Design muldiv_unit_flat, sky130hd; sources not shown.
Figure 1. Clock nets (run 1).
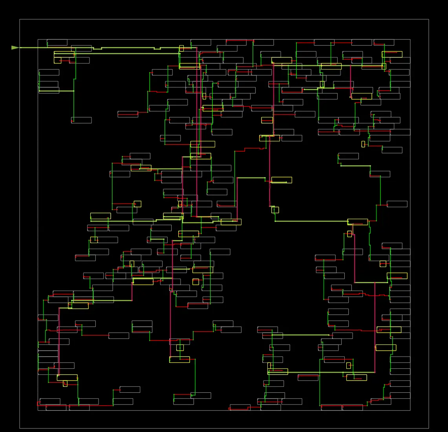
FF+latch count: 205
clock network power consumption: 2.10 mW
clk ins delay skew pair: 550 ps

Figure 2. Wires at chosen ports, followed through buffers (run 1).
Scale bar: 50 µm.
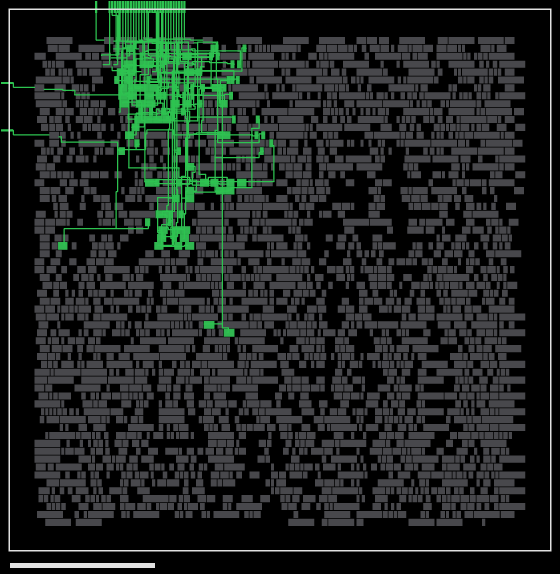
Key: `bus_operand_1` = green [direction input, edge 30 north, 2 west, end cells 104, buffers 32, wire 2850 µm]
IO Count: 106
count of buffers from port buffering: 105

Figure 3. Sequential cells grouped by signal name (run 1).
Scale bar: 50 µm.
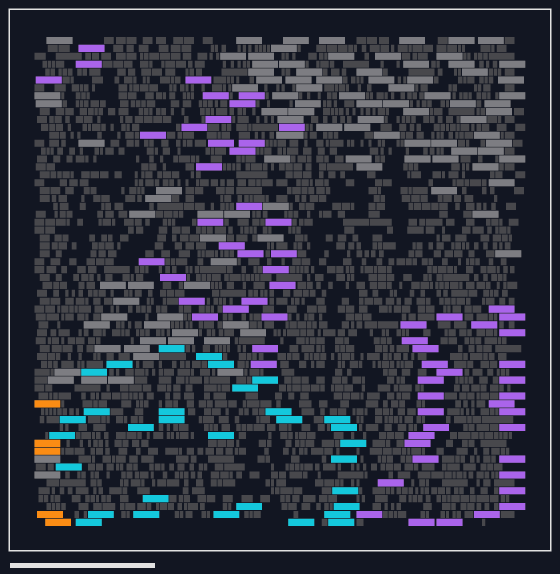
Key: `u_core.acc` = purple [flops 64]; `u_core.cnt` = orange [flops 5, where south-west]; `u_core.rem` = cyan [flops 32]
final core utilization: 68.6%
storage element area: 5130 µm²

==> flow_summary_export.csv <==
group,metric,value,unit
route,post-route-drc-count,0,
setup_path,r2r_cells,9,
pwr,power.density,646,nW/µm²
setup_path,ff2ff_setup_slack,690,ps
finish,area_delta_synth_final,13.0,%
synthesis,post_synth_edffs,0,
pwr,power.switching,6.31,mW
hold_path,worst_hold_path_type,"in -> async",
finish,largest_reg_flops,64,
route,drt_iter0_drc,2473,
setup_path,critical_path_class,"reg -> reg",
cts,worst_case_clock_buffer_depth,3,
timing,finalHoldWorstSlack,385,ps
floorplan,die_area,34600,µm²
floorplan,die_width,186,µm
pwr,switching_share,49.8,%
place,dpl.hpwl,51200,µm
cts,cts.htree.levels,1,
pwr,power-top-group,"combinational logic",
setup_path,path_max_fanout,8,
pwr,seq-power,3.56,mW
pwr,combinational_power,7.00,mW
pwr,seq_power_share,28.1,%
synthesis,netlist_area,17300,µm²
timing,finalSetupViolations,0,
timing,slew_headroom,18.7,%
setup_path,worst_ep_arrival_time,4160,ps
synthesis,yosys.cell_types.count,78,
setup_path,critical-path-max-stage-delay,640,ps
job,stage_log_warnings,30,
synthesis,yosys.stat.chipArea,17300,µm²
synthesis,syn-instance-count,2215,
status,status,"finished clean",
timing,report.final.hold_viol_count,0,
floorplan,floorplan.core_util,60.7,%
pwr,p_leak,8.46,nW
timing,clock.fmax,270,MHz
synthesis,synth_warnings,0,
cts,cts_buffers,25,
route,first_pass_iters,6,
timing,timing.final.max_slew_violations,0,
timing,clock-skew-final,21.7,ps
route,via_count,18079,
route,routed_wire_length_per_instance,24.8,µm
finish,nFillCells,2452,
global_routing,first_global_vias,16786,
synthesis,flip_flop_cell_with_the_highest_count_after_synthesis,"sky130_fd_sc_hd__dfrtp_1",
cts,cts-root-buf,"sky130_fd_sc_hd__clkbuf_16",
setup_path,worst_path_most_repeated_cell,"sky130_fd_sc_hd__o21ai_0",
synthesis,ys_seq_share,29.6,%
setup_path,slowest_stage,"sky130_fd_sc_hd__o21ai_0",
global_routing,gr-usage-all-layers,37.9,%
finish,layout_top_cells,"320 x sky130_fd_sc_hd__nand2_1, 243 x sky130_fd_sc_hd__o21ai_0, 204 x sky130_fd_sc_hd__dfrtp_1",
job,drv_cap,0,
setup_path,worst_setup_path_start_kind,"flop",
global_routing,grt_max_degree,93,
place,dpl_cell_area,18800,µm²
cts,setup_buffers_after_cts,0,
finish,fin_nets,2420,
timing,rsz0062_at_grt,"false",
synthesis,postSynth.asyncResetShare,100,%
setup_path,cp_cell_sequence,"inv_1 > ha_1 > nand4_1 > nor3_1 > nand2b_1 > o31a_1 > o21ai_1 > o21ai_0 > o21ai_0",
synthesis,ys_ff,205,
cts,tritoncts_num_sinks,205,
timing,totalNegativeSetupSlack,0,ps
global_routing,grt_first_pass_wirelength,100000,µm
finish,final_layout_size_suffix_gt1_share,7.25,%
synthesis,topCellsByArea,"sky130_fd_sc_hd__dfrtp_1 30%, sky130_fd_sc_hd__o21ai_0 7.0%, sky130_fd_sc_hd__nand2_1 6.9%, sky130_fd_sc_hd__xnor2_1 5.8%, sky130_fd_sc_hd__ha_1 5.4%",
synthesis,synthesis.area_per_instance,7.82,µm²
timing,min_period,3710,ps
finish,area.combinational,11500,µm²
floorplan,core_area,28500,µm²
synthesis,top_area_share,29.6,%
pwr,finalPower,12.7,mW
timing,worst_path_setup_slack_after_routing,693,ps
floorplan,die_span_y,186,µm
pwr,internal_power_of_the_cells,6.35,mW
finish,final_cell_count_without_fillers,2674,
global_routing,grt_overflow,0,
synthesis,yosys-stat-cells,2215,
finish,insertedDiodeCount,0,
setup_path,worst-endpoint-required,4850,ps
finish,post-route-cell-area,19600,µm²
cts,tritoncts,"done",
place,detailedPlace.worstSlack,630,ps
floorplan,floorplan.rows,62,
synthesis,netlist.top_cell.by_area,"sky130_fd_sc_hd__dfrtp_1",
pwr,vdd_ir_drop_max,963,µV
place,routabilityCongestion,1.03,
place,dp_cells,2628,
timing,finalCritPeriodShare,84.3,%
cts,cts_hold_buffers,0,
cts,clkSlewWorstSetupHoldPaths,60,ps
route,totalWireLength,66300,µm
pwr,p_clk_share,16.6,%
cts,post_cts_resize_count,0,
global_routing,grt_antenna_before_repair,0,
pwr,combinational_cell_fraction_of_total_power,55.3,%
finish,layout_top_cell_excl_fill_tap,"sky130_fd_sc_hd__nand2_1",
timing,worst-slew-pin-transition,1210,ps
route,drt-vias-per-instance,6.76,
route,final_antenna_net_count,0,
synthesis,fp_nets,2364,
run 1: logic make-up (layout without fill, tap and decap cells):
family	count (synthesis)	after routing	synth area share, %
flops	205	205	29.6
simple gates	754	754	20.0
mux	84	84	5.14
fa+ha+maj	77	77	5.65
buf+inv	195	270	4.33
compound gates	705	705	25.5
xor+xnor	195	195	9.85
run 1: cell usage after synthesis, drive strengths merged, types with 18 or more instances:
| library cell | count |
|---|---|
| mux2 | 40 |
| nor3 | 41 |
| nand2 | 320 |
| and2 | 19 |
| o31ai | 40 |
| or3 | 21 |
| ha | 75 |
| xor2 | 81 |
| xnor2 | 114 |
| buf | 18 |
| nand4 | 24 |
| o21ai | 260 |
| nand3 | 43 |
| mux2i | 44 |
| clkbuf | 101 |
| nor2 | 182 |
| o41ai | 22 |
| a21oi | 160 |
| a21o | 25 |
| a211oi | 36 |
| nor4 | 22 |
| dfrtp | 205 |
| or4 | 21 |
| inv | 73 |
run 1: critical path: cells and delay by family, from the launching register on:
| kind | cells | cell delay [ps] |
|---|---|---|
| adder cells (fa/ha/maj) | 1 | 420 |
| flip-flops | 1 | 500 |
| AND/OR/NAND/NOR | 3 | 750 |
| AND-OR/OR-AND | 4 | 1720 |
| buffers and inverters | 1 | 200 |
run 1: area by class of cell:
cell class	instances	area share (%)
multi-input cells	1815	58.6
flip-flops and latches	205	26.2
repair buffers	148	7.13
clock buffers	30	3.34
well taps	384	2.45
inverters	76	1.46
clock inverters	16	0.786
run 1: per-layer routing:
layer | share of wire (%) | track usage [%] | vias up
met5 | 0 | 0 | -
met4 | 5.5 | 17.4 | 0
met3 | 12 | 10.1 | 187
met2 | 43 | 57.7 | 1170
met1 | 40 | 49.9 | 8612
li1 | - | - | 8110
Power is estimated from default activity; no workload was simulated.
